## src/rtl/digit_scan_capture.sv

```systemverilog
// Receive-side monitor for a multiplexed 4-digit display bus: decodes active-low
// digit enables, captures dwell-qualified segment patterns and emits whole frames.
module digit_scan_capture #(
  parameter int SEG_W  = 8,
  parameter int SETTLE = 4
) (
  input  logic               clk,
  input  logic               reset,
  input  logic [3:0]         ct,
  input  logic [SEG_W-1:0]   leds,
  output logic [1:0]         digit,
  output logic               digit_valid,
  output logic [4*SEG_W-1:0] frame,
  output logic               frame_valid,
  output logic               err,
  output logic [7:0]         err_count
);

  // {legal, index}; idle and multi-low patterns both decode to 3'b000
  function automatic logic [2:0] decode_ct(input logic [3:0] c);
    case (c)
      4'b1110: decode_ct = 3'b100;
      4'b1101: decode_ct = 3'b101;
      4'b1011: decode_ct = 3'b110;
      4'b0111: decode_ct = 3'b111;
      default: decode_ct = 3'b000;
    endcase
  endfunction

  function automatic logic [7:0] sat_inc(input logic [7:0] v);
    sat_inc = (v == 8'hFF) ? v : v + 8'd1;
  endfunction

  logic [3:0]                ct_p0;
  logic [SEG_W-1:0]          leds_p0;
  logic [3+SEG_W:0]          prev_p1;
  logic [3:0]                cnt_p1;
  logic [3:0]                seen_p1;
  logic [3:0][SEG_W-1:0]     slot_p1;

  logic [2:0]                dec_p0;
  logic                      same_p0;
  logic                      accept_p0;
  logic                      acc_legal;
  logic                      acc_illegal;
  logic [3:0]                seen_nx;
  logic [3:0][SEG_W-1:0]     frame_nx;

  // Stage p0 -> p1: dwell qualification and capture decisions
  always_comb begin
    dec_p0      = decode_ct(ct_p0);
    same_p0     = ({ct_p0, leds_p0} == prev_p1);
    accept_p0   = same_p0 && (cnt_p1 == 4'(SETTLE - 1));
    acc_legal   = accept_p0 && dec_p0[2];
    acc_illegal = accept_p0 && !dec_p0[2] && (ct_p0 != 4'hF);
    seen_nx     = seen_p1 | (4'b0001 << dec_p0[1:0]);
    frame_nx    = slot_p1;
    frame_nx[dec_p0[1:0]] = leds_p0;
  end

  always_ff @(posedge clk or posedge reset) begin
    if (reset) begin
      ct_p0       <= '0;
      leds_p0     <= '0;
      prev_p1     <= '0;
      cnt_p1      <= '0;
      seen_p1     <= '0;
      slot_p1     <= '0;
      digit       <= '0;
      digit_valid <= 1'b0;
      frame       <= '0;
      frame_valid <= 1'b0;
      err         <= 1'b0;
      err_count   <= '0;
    end else begin
      // Stage p0: pin sampling
      ct_p0       <= ct;
      leds_p0     <= leds;
      // Stage p1: history, decode, dwell, capture
      prev_p1     <= {ct_p0, leds_p0};
      digit       <= dec_p0[1:0];
      digit_valid <= dec_p0[2];

      if (!same_p0)
        cnt_p1 <= '0;
      else if (cnt_p1 != 4'(SETTLE))
        cnt_p1 <= cnt_p1 + 4'd1;

      frame_valid <= 1'b0;
      err         <= 1'b0;
      if (acc_legal) begin
        slot_p1[dec_p0[1:0]] <= leds_p0;
        if (seen_nx == 4'hF) begin
          frame       <= frame_nx;
          frame_valid <= 1'b1;
          seen_p1     <= '0;
        end else begin
          seen_p1 <= seen_nx;
        end
      end else if (acc_illegal) begin
        err       <= 1'b1;
        err_count <= sat_inc(err_count);
        seen_p1   <= '0;
      end
    end
  end

endmodule

```

## config.mk

```make
export PLATFORM = sky130hd
export DESIGN_NAME = digit_scan_capture
export DESIGN_NICKNAME = d
export VERILOG_FILES = /design/src/rtl/digit_scan_capture.sv
export SDC_FILE = /design/constraint.sdc
export NUM_CORES = 1
export LEC_CHECK = 0
export ABC_AREA = 1
export CAP_MARGIN = 20
export CELL_PAD_IN_SITES_DETAIL_PLACEMENT = 1
export CELL_PAD_IN_SITES_GLOBAL_PLACEMENT = 1
export CORE_MARGIN = 4
export CORE_UTILIZATION = 45
export CTS_BUF_LIST = sky130_fd_sc_hd__clkbuf_16
export DETAILED_ROUTE_END_ITERATION = 12
export PLACE_DENSITY_LB_ADDON = 0.1
export SLEW_MARGIN = 10
export SYNTH_ARGS = -nofsm -noshare
export SYNTH_HDL_FRONTEND = slang
export SYNTH_SLANG_ARGS = --single-unit
```

## constraint.sdc

```tcl
create_clock -name clk -period 6.35 [get_ports clk]
set_input_delay 1.905 -clock clk [delete_from_list [all_inputs] [get_ports clk]]
set_output_delay 1.905 -clock clk [all_outputs]
set_load 0.03 [all_outputs]
```

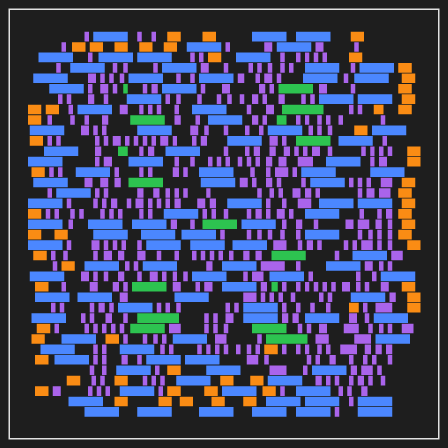
(images/cell_classes.png)
Key: clock drivers and dummy loads = green [cells 16, share of their area 6.0%]; other buffers and delay cells = orange [cells 60, share of their area 11%]; flip-flops = blue [cells 109, share of their area 48%]; all other logic = purple [cells 442, share of their area 35%]

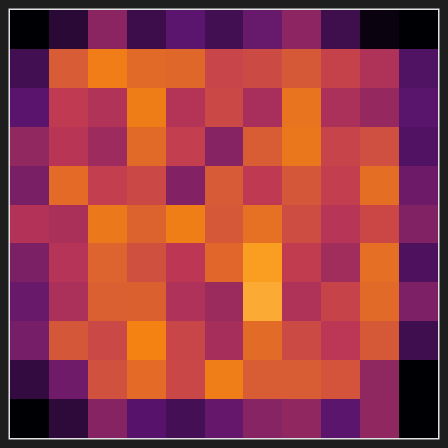
(images/density.png)
The die is cut into 11 by 11 equal tiles; black is low, pale yellow is high, 0 to 100% covered.
4.1% of the tiles are nearly empty. 1.7% of the tiles are over 75% full. The mean over all tiles is 45%. The densest ninth of the die: middle. The fullest tile reaches 82%.

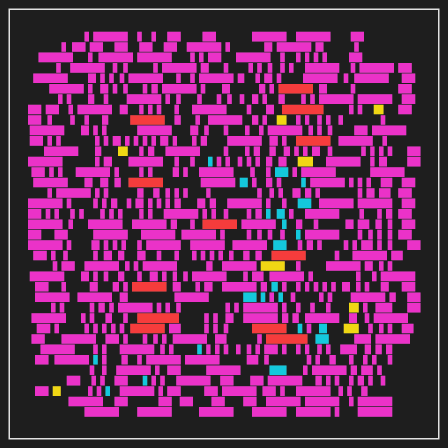
(images/drive_strength.png)
Key: drive 2 = cyan [cells 22, share 3.5%]; drive 6 and up = red [cells 12, share 1.9%]; drive 3 to 4 = yellow [cells 8, share 1.3%]; drive 1 or less = magenta [cells 585, share 93%]

==> flow_summary.toml <==
# generated from flow reports
[final_layout]
fin_area_mm2 = 0.00582
seq_area_share_pct = 46.9
nNetsFinal = 639
diodes = 0

[status]
status = "complete, no violations"

[final_timing]
finalSetupViolCount = 0
drv_slew = 0

[detailed_routing]
wl_mm = 13.4

[clocking]
cts_setup_buffers = 0
cts_sinks = 109
cts_root_buffer = "clkbuf_16"
post_cts_resized = 0

[setup_path]
critPathTopFamily = "simple AND/OR/NAND/NOR gates"
criticalPathCategory = "reg2reg"
cp_common_cell = "nand2_1"

[floorplan]
ioPinCount = 59

[place]
numPortBuffers = 58
place_area_mm2 = 0.00548
hpwl_mm = 8.28

[synthesis]
area_leaders = "dfrtp_1 (56%), nand2_1 (20%), nand4_1 (5.2%)"
syn-num-nets = 594
-- how the worst max path moves through the flow --
stage	endpoint	slack, ns	cells after the start
global placement	slot_p1[26]	2.74	3
finish	frame[0]	2.48	10
detailed placement	frame[17]	2.52	10
floorplan	cnt_p1[0]	1.57	1
global route	frame[0]	2.04	10
CTS	frame[0]	2.46	10
-- metal layers --
layer,track usage (%),wire length (um),vias to the layer above
met5,0,0,-
met3,2.93,514,23
met1,28.7,5690,2098
met4,8.03,278,0
met2,39.9,6910,99
li1,-,-,1913
-- through the flow --
stage	std cells	hold slack (ns)	setup slack, ns	total power, W	util, %
2_1_floorplan	577	0.393	1.57	0.000763	-
3_3_place_gp	747	0.403	2.74	0.000789	52.6
3_5_place_dp	747	0.406	2.52	0.000792	52.6
4_1_cts	763	0.423	2.46	0.00143	55.8
5_1_grt	763	0.436	2.04	0.00147	55.8
6_report	763	0.419	2.48	0.00142	55.8
-- flip-flops by register name (all words and copies together), names as in the netlist --
| signal | count |
|---|---|
| frame | 32 |
| slot_p1 | 32 |
| prev_p1 | 12 |
| err_count | 8 |
| leds_p0 | 8 |
| cnt_p1 | 4 |
| ct_p0 | 4 |
| seen_p1 | 4 |
| digit | 2 |
| digit_valid | 1 |
| err | 1 |
| frame_valid | 1 |
-- power by group --
| group | switching, W | total [W] | internal [W] |
|---|---|---|---|
| clock | 0.000255 | 0.000638 | 0.000384 |
| combinational | 0.0000500 | 0.0000682 | 0.0000183 |
| sequential | 0.00000796 | 0.000711 | 0.000703 |
-- cell families (layout without fill, tap and decap cells) --
logic type	Yosys count	count (layout)	share of synthesized area (%)
compound gates	41	41	4.24
xor+xnor	11	11	1.99
fa+ha+maj	3	3	0.776
buf+inv	76	126	6.47
flops	109	109	56.4
simple gates	337	337	30.1
Power figures rest on the tool's default switching activity, not on a simulated workload.
